### src/rtl/mips_cpu_muldiv_sequencer.sv
// Multi-cycle MULT/MULTU/DIV/DIVU sequencer and owner of the HI/LO register pair.
// Latency: start at edge E0 -> done pulses in the cycle after E33 (fixed); with
//   MULDIV_EARLY_OUT_EN defined, multiplies finish after E(k+1), k = max(1, MSB index of |opb| + 1).
// Backpressure: busy=1 from after E0 through E33; start, mthi and mtlo are ignored while busy.
//
// Ports:
//   clk, reset        rising-edge clock, asynchronous active-high reset
//   clk_enable        global enable; 0 freezes every register
//   start, op[1:0]    launch (IDLE only); op 00 MULT, 01 MULTU, 10 DIV, 11 DIVU
//   opa, opb [31:0]   rs / rt operands, sampled with start
//   mthi, mtlo        write mt_data[31:0] into HI / LO (IDLE, start=0)
//   busy              state != IDLE
//   done              one-cycle pulse after HI/LO take a new result
//   hi, lo [31:0]     HI / LO registers
// Optional feature macro: MULDIV_EARLY_OUT_EN (early termination of multiplies).

module mips_cpu_muldiv_sequencer (
    input  logic        clk,
    input  logic        reset,
    input  logic        clk_enable,
    input  logic        start,
    input  logic [1:0]  op,
    input  logic [31:0] opa,
    input  logic [31:0] opb,
    input  logic        mthi,
    input  logic        mtlo,
    input  logic [31:0] mt_data,
    output logic        busy,
    output logic        done,
    output logic [31:0] hi,
    output logic [31:0] lo
);

    typedef enum logic [1:0] {
        IDLE = 2'd0,
        CALC = 2'd1,
        FIX  = 2'd2
    } state_t;

    state_t      state;
    logic        is_div;     // latched op[1]
    logic        neg_a;      // dividend / multiplicand was negative (signed ops)
    logic        neg_b;      // divisor / multiplier was negative (signed ops)
    logic [5:0]  counter;
    // Shared datapath:
    //   multiply: acc = partial product, mcand = shifting multiplicand, mplier = shifting multiplier
    //   divide:   acc[31:0] = partial remainder, mcand[31:0] = divisor,
    //             mplier = dividend shifting out at the top / quotient shifting in at the bottom
    logic [63:0] acc;
    logic [63:0] mcand;
    logic [31:0] mplier;

    // Operand conditioning at launch
    logic        sign_a;
    logic        sign_b;
    logic [31:0] abs_a;
    logic [31:0] abs_b;
    logic        div_zero;

    always_comb begin
        sign_a   = ~op[0] & opa[31];
        sign_b   = ~op[0] & opb[31];
        abs_a    = sign_a ? -opa : opa;
        abs_b    = sign_b ? -opb : opb;
        div_zero = op[1] && (opb == 32'd0);
    end

    // One restoring-division step; 33 bits because the shifted remainder can
    // exceed 32 bits when the divisor is above 2^31.
    logic [32:0] rem_sh;
    logic [32:0] rem_sub;
    logic        rem_ge;

    always_comb begin
        rem_sh  = {acc[31:0], mplier[31]};
        rem_sub = rem_sh - {1'b0, mcand[31:0]};
        rem_ge  = (rem_sh >= {1'b0, mcand[31:0]});
    end

    // One shift-add multiply step
    logic [63:0] acc_add;

    always_comb begin
        acc_add = acc + (mplier[0] ? mcand : 64'd0);
    end

    // Final iteration detection
    logic last_iter;

    always_comb begin
`ifdef MULDIV_EARLY_OUT_EN
        // A multiply is complete once no set multiplier bits remain after this step.
        last_iter = (counter == 6'd31) || (!is_div && (mplier[31:1] == 31'd0));
`else
        last_iter = (counter == 6'd31);
`endif
    end

    // Sign fix-up of the magnitude results
    logic        neg_res;
    logic [63:0] prod_out;
    logic [31:0] quot_out;
    logic [31:0] rem_out;

    always_comb begin
        neg_res  = neg_a ^ neg_b;
        prod_out = neg_res ? -acc : acc;
        quot_out = neg_res ? -mplier : mplier;
        rem_out  = neg_a ? -acc[31:0] : acc[31:0];
    end

    assign busy = (state != IDLE);

    always_ff @(posedge clk or posedge reset) begin
        if (reset) begin
            state   <= IDLE;
            is_div  <= 1'b0;
            neg_a   <= 1'b0;
            neg_b   <= 1'b0;
            counter <= 6'd0;
            acc     <= 64'd0;
            mcand   <= 64'd0;
            mplier  <= 32'd0;
            done    <= 1'b0;
            hi      <= 32'd0;
            lo      <= 32'd0;
        end else if (clk_enable) begin
            done <= 1'b0;
            case (state)
                IDLE: begin
                    if (start) begin
                        is_div  <= op[1];
                        // Divide by zero runs unsigned on the raw dividend: the
                        // quotient saturates to all ones and the remainder is opa.
                        neg_a   <= sign_a & ~div_zero;
                        neg_b   <= sign_b & ~div_zero;
                        counter <= 6'd0;
                        acc     <= 64'd0;
                        mcand   <= {32'd0, (op[1] ? abs_b : abs_a)};
                        mplier  <= op[1] ? (div_zero ? opa : abs_a) : abs_b;
                        state   <= CALC;
                    end else begin
                        if (mthi) hi <= mt_data;
                        if (mtlo) lo <= mt_data;
                    end
                end
                CALC: begin
                    counter <= counter + 6'd1;
                    if (is_div) begin
                        acc    <= {32'd0, (rem_ge ? rem_sub[31:0] : rem_sh[31:0])};
                        mplier <= {mplier[30:0], rem_ge};
                    end else begin
                        acc    <= acc_add;
                        mcand  <= {mcand[62:0], 1'b0};
                        mplier <= {1'b0, mplier[31:1]};
                    end
                    if (last_iter) state <= FIX;
                end
                FIX: begin
                    if (is_div) begin
                        lo <= quot_out;
                        hi <= rem_out;
                    end else begin
                        hi <= prod_out[63:32];
                        lo <= prod_out[31:0];
                    end
                    done  <= 1'b1;
                    state <= IDLE;
                end
                default: state <= IDLE;
            endcase
        end
    end

endmodule
### config.mk
export PLATFORM = sky130hd
export DESIGN_NAME = mips_cpu_muldiv_sequencer
export DESIGN_NICKNAME = d
export VERILOG_FILES = /design/src/rtl/mips_cpu_muldiv_sequencer.sv
export SDC_FILE = /design/constraint.sdc
export NUM_CORES = 1
export LEC_CHECK = 0
export CAP_MARGIN = 20
export CORE_MARGIN = 5
export CORE_UTILIZATION = 40
export DETAILED_ROUTE_END_ITERATION = 10
export GPL_TIMING_DRIVEN = 1
export PLACE_DENSITY = 0.58
export SLEW_MARGIN = 20
export SYNTH_ARGS = -nofsm -noshare
export SYNTH_HDL_FRONTEND = slang
export SYNTH_SLANG_ARGS = --single-unit
### constraint.sdc
create_clock -name clk -period 19.8 [get_ports clk]
set_clock_uncertainty 0.05 [all_clocks]
set_input_delay 2.97 -clock clk [delete_from_list [all_inputs] [get_ports clk]]
set_output_delay 2.97 -clock clk [all_outputs]
set_load 0.02 [all_outputs]
### Met4 routing

(1.5 px per um) Supply wires on this layer in grey.
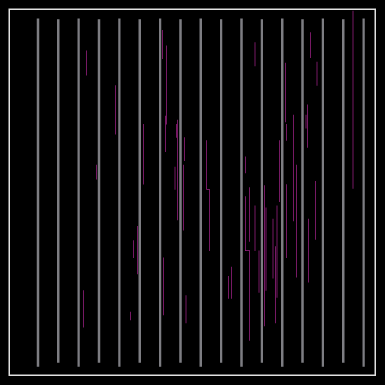
share of all routed wire	2.0%
longest straight run	118 um
wire length on this layer	1660 um
via count: 21407
wire length after detailed routing: 82400 um

### Nets reached from selected ports

(1 px per um)
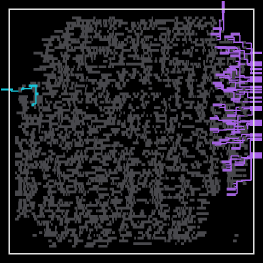
colour	port	direction	end cells	wire
cyan	`start`	input	5	53.4 um
purple	`lo`	output	32	1160 um
# port buffers: 169
I/O pin total: 170

### Local utilization

(1.5 px per um) The die is cut into 24 by 24 equal tiles; dark blue is low, red is high, 0 to 100% covered.
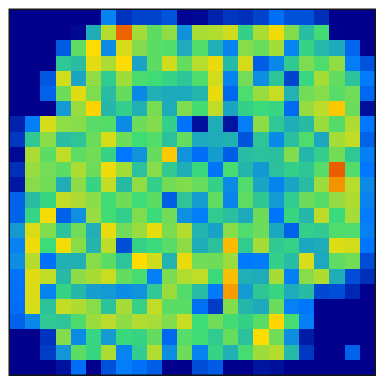
mean over tiles	41%
tiles over 75% full	1.7%
emptiest ninth of the die	bottom right
fullest tile	89%
nearly empty tiles	12%
core utilization at floorplan: 40.4%
area of the core region: 53800 um^2
end-of-flow core utilization: 46.1%

### Clock network drawn from the DEF

(1.5 px per um)
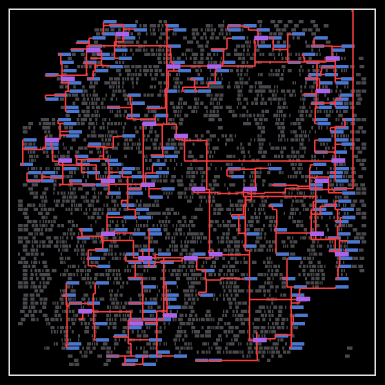
[red] clock wires | length: 3970 um
[blue] flip-flops | count: 236
[purple] clock drivers | count: 29
flops lie	widely spread
power of the clock network: 0.556 mW
clock share of power: 15.4%
Insertion Delay late pin: 0.60 ns

### Congestion heat map

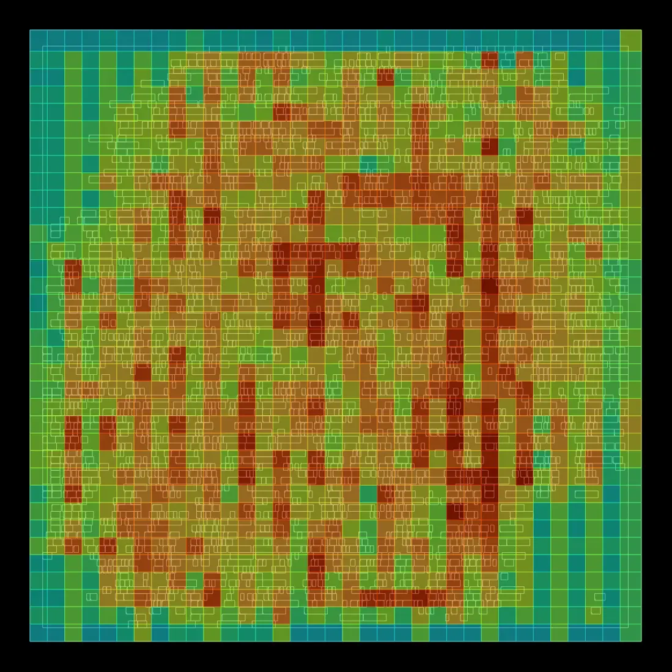
GR Layer Usage met2: 40.6%
gr usage total: 26.7%

==> summary.rpt <==
RUN METRICS
----------------------------------------------------
[Run status]
  Run status ........................ finished, final reports clean

[Synth]
  Post-synth cell types ........................ 83
  Ao+oa area frac ........................ about 28%
  Post-synth top area cell ........................ dfrtp_1
  Simple logic cell fraction of the synthesized area ........................ 18.9%
  Number of instances in the synthesized netlist ........................ about 2800

[Setup path]
  Element type at the critical path start ........................ primary input
  CP Max Fanout ........................ 10
  Worst flop-to-flop path startpoint ........................ mplier[0]
  End point of the critical path ........................ mplier[2]
  CP top delay family ........................ simple AND/OR/NAND/NOR gates
  Arrival time at the worst endpoint ........................ about 7 ns
  Nature of the critical path endpoint ........................ flop

[Min path]
  Endpoint of the worst hold-timing path ........................ hi[13]
  Worst hold path cell count ........................ 2

[Power]
  Sum of internal, switching and leakage power ........................ 3.60 mW
  Static power due to leakage ........................ between 10 and 15 nW
  Switching power as a share of total power ........................ 50.5%
  Largest Pwr Group ........................ combinational logic
  Power in sequential cells ........................ around 0.93 mW

[Cells and area]
  Most frequently placed logic cells in the final layout ........................ 324 x nand2_1, 263 x nor2_1, 253 x a21oi_1
  Register area ........................ between 5000 and 6000 um^2
  Final net count ........................ 3051
  Count of multi-input gates ........................ about 2300
  Plain + repair buffers ........................ 197
  Final-layout clock buffer total ........................ 40
  Flop count ........................ 236
  Cell type taking the most area ........................ combinational gates
  Clock network area share ........................ 3.93%
  Total inserted antenna cells ........................ 1

[Detailed routing]
  Iteration-0 DRC count of the detailed router ........................ about 1800
  Met2 routed wirelength ........................ 35200 um

[Placement]
  Dpl ws ........................ ~13 ns
  Cell area reported after detailed placement ........................ 23800 um^2

[Final timing]
  Number of endpoints with negative hold slack in the final report ........................ 0
  Final worst-path setup slack ........................ between 10 and 15 ns
  Fin Setup TNS ........................ 0 ns

[CTS]
  Maximum number of buffers from clock root to sink ........................ 3
  Num Clock Sinks ........................ between 200 and 250
  Post-CTS clock slew at the launch and capture registers of the worst setup and hold paths ........................ 0.06 ns
  Clock H-tree levels ........................ 1
  Clock tree from TritonCTS ........................ done

[Floorplan]
  Tap Cells ........................ a little under 700
  Overall die area ........................ a little under 60000 um^2
  Vert. Die Dim ........................ approximately 240 um
  Floorplan die width ........................ between 200 and 250 um

[Global routing]
  GR peak layer ........................ met2
  M3 GR Usage ........................ between 5 and 6%
  Antenna violations before repair ........................ 2

----------------------------------------------------
Power and IR drop assume default switching activity.
